Fig. 1: run 1, the metal 3 layer
Bar = 20 microns.
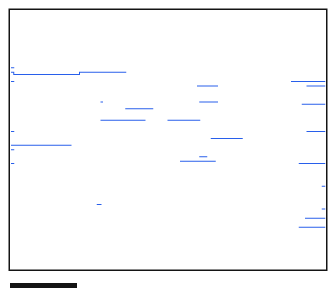
Fig. 2: run 1, layout detail
Window x 27 to 67, y 3 to 43 microns. Cells in grey, sequential cells in the stronger grey; small squares are vias.
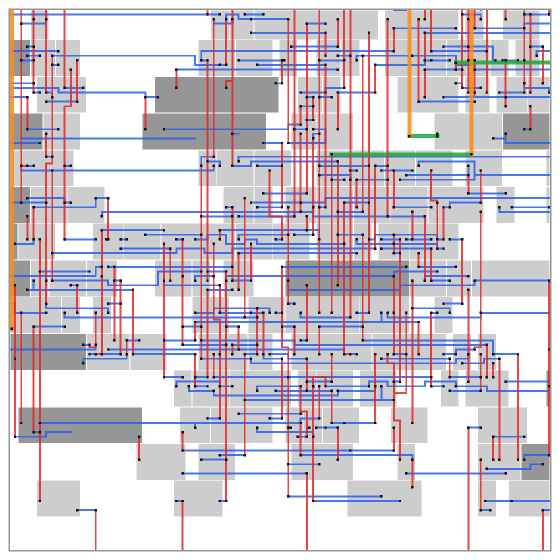
Fig. 3: run 1, metal layers overlaid
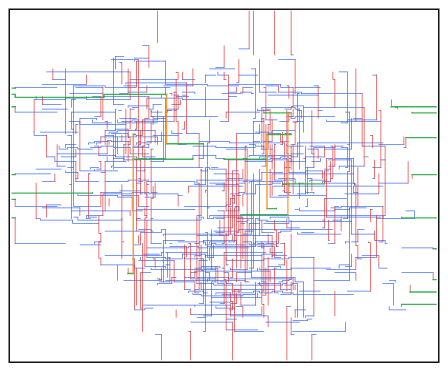
Fig. 4: run 1, placed standard cells
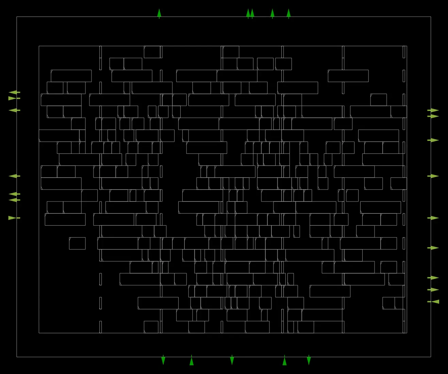
File: config.mk
export PLATFORM = sky130hd
export DESIGN_NAME = clock_ratio_monitor
export DESIGN_NICKNAME = d
export VERILOG_FILES = /design/src/rtl/clock_ratio_monitor.sv
export SDC_FILE = /design/constraint.sdc
export NUM_CORES = 1
export LEC_CHECK = 0
export ABC_CLOCK_PERIOD_IN_PS = 2000
export CORE_ASPECT_RATIO = 0.8
export CORE_MARGIN = 5
export CORE_UTILIZATION = 38
export DETAILED_ROUTE_END_ITERATION = 8
export SLEW_MARGIN = 10
export SYNTH_ARGS = -nofsm -noshare
export SYNTH_HDL_FRONTEND = slang
export SYNTH_SLANG_ARGS = --single-unit
File: constraint.sdc
create_clock -name clk -period 2 [get_ports clk]
set_input_delay 0.4 -clock clk [delete_from_list [all_inputs] [get_ports clk]]
set_output_delay 0.4 -clock clk [all_outputs]
set_load 0.03 [all_outputs]
File: src/rtl/clock_ratio_monitor.sv
// Clock ratio monitor: measures period/high time of a slow clk_in sampled in the clk domain,
// locks after consecutive in-tolerance periods and flags mismatch/stuck. Optional macro: CLKMON_SYNC_EN.
module clock_ratio_monitor #(
   parameter int N        = 4,
   parameter int CNT_W    = 8,
   parameter int TOL      = 0,
   parameter int LOCK_CNT = 3,
   parameter int TIMEOUT  = 4 * N
) (
   input  logic             clk,
   input  logic             rstn,
   input  logic             en,
   input  logic             clk_in,
   input  logic             clr_fault,
   output logic [CNT_W-1:0] period,
   output logic [CNT_W-1:0] high_cnt,
   output logic             meas_valid,
   output logic             locked,
   output logic             mismatch,
   output logic             stuck,
   output logic             fault
);

   localparam int                MC_W    = $clog2(LOCK_CNT + 1);
   localparam logic [CNT_W-1:0]  CNT_MAX = '1;
   localparam logic [CNT_W-1:0]  CNT_ONE = CNT_W'(1);
   localparam logic [CNT_W:0]    N_X     = (CNT_W + 1)'(N);

   typedef enum logic [1:0] {IDLE, ARM, MEASURE, LOCKED} state_t;

   state_t            state, state_n;
   logic              s_d, s, prev;
   logic              rise, fall;
   logic [CNT_W-1:0]  cnt, hcnt;
   logic [MC_W-1:0]   mc, mc_n;
   logic [CNT_W:0]    cnt_x, dev;
   logic              match, lock_hit, timeout, in_meas;
   logic              load_period, mv_n, mm_n, st_n, set_fault;

`ifdef CLKMON_SYNC_EN
   logic sync1, sync2;

   always_ff @(posedge clk or negedge rstn) begin
      if (!rstn) begin
         sync1 <= 1'b0;
         sync2 <= 1'b0;
      end else begin
         sync1 <= clk_in;
         sync2 <= sync1;
      end
   end

   assign s_d = sync2;
`else
   assign s_d = clk_in;
`endif

   always_ff @(posedge clk or negedge rstn) begin
      if (!rstn) begin
         s    <= 1'b0;
         prev <= 1'b0;
      end else begin
         s    <= s_d;
         prev <= s;
      end
   end

   assign rise = s & ~prev;
   assign fall = ~s & prev;

   // Deviation is taken one bit wider than cnt so |cnt - N| never wraps.
   assign cnt_x    = {1'b0, cnt};
   assign dev      = (cnt_x >= N_X) ? (cnt_x - N_X) : (N_X - cnt_x);
   assign match    = (32'(dev) <= 32'(TOL));
   assign lock_hit = ((32'(mc) + 32'd1) == 32'(LOCK_CNT));
   assign timeout  = (32'(cnt) == 32'(TIMEOUT));
   assign in_meas  = (state == MEASURE) || (state == LOCKED);

   always_ff @(posedge clk or negedge rstn) begin
      if (!rstn) begin
         state <= IDLE;
         mc    <= '0;
      end else begin
         state <= state_n;
         mc    <= mc_n;
      end
   end

   always_comb begin
      state_n     = state;
      mc_n        = mc;
      load_period = 1'b0;
      mv_n        = 1'b0;
      mm_n        = 1'b0;
      st_n        = 1'b0;
      set_fault   = 1'b0;
      if (!en) begin
         state_n = IDLE;
         mc_n    = '0;
      end else begin
         case (state)
            IDLE: state_n = ARM;
            ARM: begin
               if (rise) begin
                  state_n = MEASURE;
                  mc_n    = '0;
               end
            end
            MEASURE: begin
               if (rise) begin
                  load_period = 1'b1;
                  mv_n        = 1'b1;
                  if (match) begin
                     if (lock_hit) begin
                        state_n = LOCKED;
                        mc_n    = '0;
                     end else begin
                        mc_n = mc + MC_W'(1);
                     end
                  end else begin
                     mc_n = '0;
                     mm_n = 1'b1;
                  end
               end else if (timeout) begin
                  st_n    = 1'b1;
                  state_n = ARM;
                  mc_n    = '0;
               end
            end
            LOCKED: begin
               if (rise) begin
                  load_period = 1'b1;
                  mv_n        = 1'b1;
                  if (!match) begin
                     mm_n      = 1'b1;
                     set_fault = 1'b1;
                     state_n   = MEASURE;
                     mc_n      = '0;
                  end
               end else if (timeout) begin
                  st_n      = 1'b1;
                  set_fault = 1'b1;
                  state_n   = ARM;
                  mc_n      = '0;
               end
            end
            default: begin
               state_n = IDLE;
               mc_n    = '0;
            end
         endcase
      end
   end

   always_ff @(posedge clk or negedge rstn) begin
      if (!rstn) begin
         cnt  <= '0;
         hcnt <= '0;
      end else if (!en) begin
         cnt  <= '0;
         hcnt <= '0;
      end else begin
         if (rise)
            cnt <= CNT_ONE;
         else if (cnt != CNT_MAX)
            cnt <= cnt + CNT_ONE;
         if (rise)
            hcnt <= CNT_ONE;
         else if (s && (hcnt != CNT_MAX))
            hcnt <= hcnt + CNT_ONE;
      end
   end

   // A high time is only reported once a rise has been seen in the measuring states,
   // so partial pulses after arming or a restart never reach high_cnt.
   always_ff @(posedge clk or negedge rstn) begin
      if (!rstn) begin
         period     <= '0;
         high_cnt   <= '0;
         meas_valid <= 1'b0;
         mismatch   <= 1'b0;
         stuck      <= 1'b0;
         fault      <= 1'b0;
      end else begin
         if (load_period)
            period <= cnt;
         if (fall && en && in_meas)
            high_cnt <= hcnt;
         meas_valid <= mv_n;
         mismatch   <= mm_n;
         stuck      <= st_n;
         if (set_fault)
            fault <= 1'b1;
         else if (clr_fault)
            fault <= 1'b0;
      end
   end

   assign locked = (state == LOCKED);

endmodule

==> impl_metrics.csv, run 1 <==
group,metric,value,unit
yosys,postSynthSeqShare,48.7,%
grt,grt_overflow_total,0,
final_layout,design_area,2850,sq um
critical_path,r2r_slack,0.05,ns
yosys,avgSynthCellArea,10.7,sq um
flow_run,warning_count,34,
sta,timing.hold.ws,0.159,ns
run_status,outcome,"finished, final reports clean",
die,die_y,77.4,microns
sta,finalCritPeriodShare,97.5,%
sta,hold_viol,0,
yosys,ff_type,"dfrtp_1",
die,design.core.area,5470,sq um
die,die_w,94.2,microns
clock_network,clk_pin_slew,0.08,ns
critical_path,worstSetupEndpointType,"flip-flop",
grt,grt_pass1_wl,8020,microns
grt,grt_max_degree,43,
flow_run,drv_cap,0,
routing,via_per_inst,5.00,
sta,fin_crit,1.95,ns
yosys,async_flop_share,100,%
place,dp_cells,326,
die,rows,24,
yosys,yosys_warnings,0,
critical_path,crit_required,2.19,ns
place,gp_congestion,0.845,
routing,drc,0,
critical_path,r2r_start,"cnt[0]",
Back to the opening pictures, Fig. 1:
- longest straight run: 19.5 microns
- wire length on this layer: 171 microns
- main direction: horizontal

Back to the opening pictures, Fig. 2:
- blue: M1
- orange: M4
- green: M3
- red: M2
- most frequent: buf_4 (22), nand2_1 (12), nor2_1 (7)
- cells with their middle in the window: 112
- netlist names of flops here include: `cnt` (2)
- sequential cells in the window: 5

Back to the opening pictures, Fig. 3:
- red: M2 (wire length 1990 microns)
- orange: M4 (wire length 80.2 microns)
- green: M3 (wire length 171 microns)
- blue: M1 (wire length 2400 microns)

Back to the opening pictures, Fig. 4:
sequential cell area share: 36.8%
Tap Cells: 78
flop count: 42
final std cells w/o fill: 336
fillers: 513

## run 1: cell families after synthesis
| kind of cell | count (synthesis) | share of synthesized area (%) |
|---|---|---|
| xor gates and xnor gates | 6 | 2.44 |
| adders and majority gates | 10 | 5.80 |
| DFF | 42 | 48.7 |
| muxes | 19 | 9.74 |
| and+or+nand+nor | 73 | 19.3 |
| buffers and inverters | 18 | 3.42 |
| AOI/OAI and AO/OA | 33 | 10.6 |
## run 1: cell type report
| class | instances | area share [%] |
|---|---|---|
| inverters | 10 | 1.32 |
| repair buffers | 57 | 17.0 |
| clock inverters | 1 | 1.05 |
| clock buffers | 7 | 2.68 |
| well taps | 78 | 3.42 |
| multi-input cells | 141 | 37.7 |
| flip-flops and latches | 42 | 36.8 |
## run 1: state kept, by name, indices dropped and copies added, names as in the netlist
register,cells
high_cnt,8
meas_valid,1
stuck,1
prev,1
state,2
s,1
cnt,8
mc,2
period,8
fault,1
hcnt,8
mismatch,1
## run 1: critical path: stages (launching register included)
cell     delay (ns)
dfrtp_1        0.39
inv_2          0.09
ha_4           0.13
or4b_4         0.46
or3_4          0.37
o211a_1        0.23
o41ai_2        0.19
## run 1: what timing repair did
| item | CTS | global route |
|---|---|---|
| pin swaps | 4 | 0 |
| resized | 6 | 5 |
| cloned | 0 | 0 |
| setup buffers | 1 | 2 |
| hold endpoints to repair | 0 | 0 |
| setup endpoints to repair | 5 | 7 |
## run 1: power by group
part           internal [uW]  switching [uW]
clock network            374             281
logic                    290             307
registers                906            45.7
## run 1: routing by layer
layer  global-route usage [%]  share of wire [%]  wire, microns
met1                     19.8                 52           2400
met2                     20.6                 43           1990
met3                     3.38                3.7            170
met4                     4.76                1.7             80
met5                        0                  0              0
## run 1: synthesized netlist by cell type, types with 3 or more instances
master	number	area share (%)
xnor2_1	3	1.2
nor2_1	14	2.4
a21oi_1	6	1.4
dfrtp_1	42	49
nand4_1	6	1.7
mux2_2	16	8.4
mux2i_1	3	1.4
nand3_1	9	2.1
and2_2	3	1.0
o21ai_0	10	2.3
inv_1	10	1.7
clkbuf_1	6	1.0
and3_1	3	0.87
nand2_1	14	2.4
ha_1	10	5.8
or3_1	3	0.87
xor2_1	3	1.2
## run 1: cells in the final DEF, fill, tap and decap left out, types with 3 or more instances in the layout
cell type	instances
nand4_1	6
nand3_1	9
and3_1	3
or3_1	3
a21oi_1	5
dfrtp_1	42
nand2_1	14
clkbuf_8	5
clkdlybuf4s50_1	23
ha_1	8
mux2i_1	3
inv_1	9
buf_4	32
and2_2	3
xnor2_1	3
mux2_2	16
nor2_1	14
o21ai_0	9
xor2_1	3
## run 1: through the flow
stage	setup slack [ns]	util, %	TNS, ns
global route	-0.0248	52.2	-0.0248
finish	0.0495	52.2	0
detailed placement	-0.0872	49.2	-0.247
floorplan	-0.0435	-	-0.0435
CTS	0.0280	51.4	0
global placement	0.00753	49.2	0
## run 1: worst max-delay path by stage
stage            from  endpoint  cells after the start
2_1_floorplan  cnt[0]  state[1]                      6
3_3_place_gp   cnt[0]  state[1]                      6
3_5_place_dp   cnt[0]     mc[0]                      6
4_1_cts        cnt[0]  state[1]                      6
5_1_grt        cnt[1]  state[1]                      6
6_report       cnt[0]  state[1]                      6
Fig. 5: run 1, clock wires, drivers and flops
Bar = 20 microns.
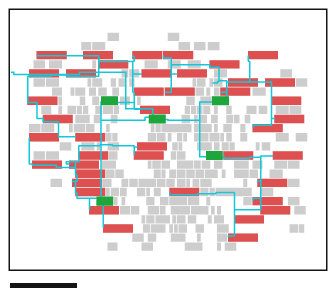

==> run 1 -> run 2 <==
--- a/config.mk
+++ b/config.mk
@@ -10,6 +10,7 @@
 export CORE_MARGIN = 5
 export CORE_UTILIZATION = 38
 export DETAILED_ROUTE_END_ITERATION = 8
+export REMOVE_ABC_BUFFERS = 1
 export SLEW_MARGIN = 10
 export SYNTH_ARGS = -nofsm -noshare
 export SYNTH_HDL_FRONTEND = slang
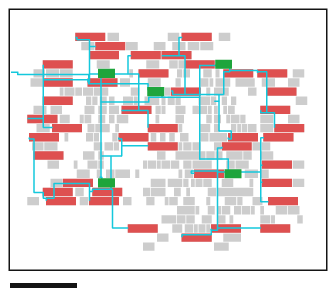
Fig. 6. Clock wires, drivers and flops (run 2).
Bar = 20 microns.
- green: clock-net drivers (count 5)
- red: flip-flops (count 42)
- cyan: clock wires (length 567 microns)
- routed clock nets: 6

==> impl_metrics.csv, run 2 <==
group,metric,value,unit
run_status,outcome,"finished, final reports clean",
clock_network,clock_sinks,42,
yosys,yosys_warnings,0,
routing,via_per_inst,5.16,
sta,hold_viol,0,
critical_path,crit_required,2.19,ns
critical_path,r2r_start,"cnt[0]",
critical_path,r2r_slack,0.02,ns
sta,timing.hold.ws,0.141,ns
yosys,ys_area,2160,sq um
final_layout,fin_util,51.9,%
critical_path,worstSetupEndpointType,"flip-flop",
final_layout,lay_top_count,"dfrtp_1",
final_layout,lay_top_cells,"42 x dfrtp_1, 28 x buf_4, 23 x clkdlybuf4s50_1",
die,die_w,94.2,microns
yosys,yosysTopAreaCellShare,48.7,%
yosys,async_flop_share,100,%
grt,grt_max_degree,32,
grt,grt_overflow_total,0,
place,place_ws,-0.0780,ns
die,rows,24,
yosys,common_cells,"42 x dfrtp_1, 16 x mux2_2, 14 x nand2_1, 14 x nor2_1",
final_layout,design_area,2840,sq um
clock_network,clockBufferDepth,2,
sta,worst_slack,0.0191,ns
critical_path,worstSetupStartpoint,"cnt[0]",
die,die_y,77.4,microns
sta,fin_crit,1.98,ns
grt,grt_pass1_wl,8240,microns
critical_path,critPathCapture,"state[1]",
yosys,synth_top_cell_by_count,"dfrtp_1",
yosys,ff_type,"dfrtp_1",
yosys,area_leaders,"dfrtp_1 49%, mux2_2 8.4%, ha_1 5.8%, nand2_1 2.4%, nor2_1 2.4%",
die,design.core.area,5470,sq um
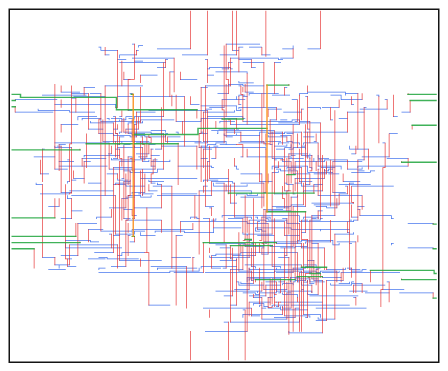
Fig. 7. Metal layers overlaid (run 2).
- red: M2 (wire length 2170 microns)
- orange: M4 (wire length 59.2 microns)
- blue: M1 (wire length 2240 microns)
- green: M3 (wire length 292 microns)

run 2: final cells by class:
cell class / instances / area (sq um)
timing repair buffer: 54 / 465
multi-input combinational: 141 / 1080
inverter: 10 / 37.5
clock buffer: 5 / 68.8
sequential: 42 / 1050
tap: 78 / 97.6
clock inverter: 3 / 40.0
fill: 516 / 2630
run 2: worst max-delay path, cell delays in order, from the launching register on:
cell and delay (ns):
dfrtp_1 0.39, inv_2 0.08, ha_4 0.13, or4b_4 0.45, buf_4 0.16, nor4_2 0.40
buf_4 0.18, o41ai_2 0.06
run 2: where the power goes:
part / switching (uW) / total [uW] / internal, uW
clock: 305 / 672 / 367
sequential: 48.1 / 954 / 906
combinational: 309 / 584 / 275
run 2: cells by family after synthesis:
logic type / after synthesis / share of synthesized area, %
multiplexers: 19 / 9.74
XOR/XNOR: 6 / 2.44
AND-OR/OR-AND: 33 / 10.6
flip-flops: 42 / 48.7
buffers and inverters: 18 / 3.42
AND/OR/NAND/NOR: 73 / 19.3
adder cells (fa/ha/maj): 10 / 5.80
run 2: how the worst min path moves through the flow:
stage	start	end	slack [ns]	cells after the start
floorplan	rstn	cnt[0]	0.10	0
global placement	prev	hcnt[0]	0.48	1
detailed placement	rstn	fault	0.49	1
CTS	rstn	stuck	0.17	1
global route	rstn	stuck	0.20	1
finish	rstn	fault	0.14	1
run 2: repair_timing:
action                     in CTS  in global routing
resized                         8                  4
setup endpoints to repair       4                  4
gates cloned                    0                  0
pin swaps                       5                  0
buffers inserted                1                  0
run 2: per-layer routing:
layer  vias to the layer above  global-route usage (%)  wire [microns]
met2                        46                    21.6            2170
li1                        829                       -               -
met4                         0                    4.47              59
met3                         6                    4.16             292
met1                       837                    19.0            2240
met5                         -                       0               0
run 2: metrics by stage:
stage               TNS, ns  instances
floorplan            -0.935        193
detailed placement   -0.160        324
CTS                       0        333
finish                    0        333
global placement    -0.0301        324
global route         -0.139        333
Power and IR drop assume default switching activity.
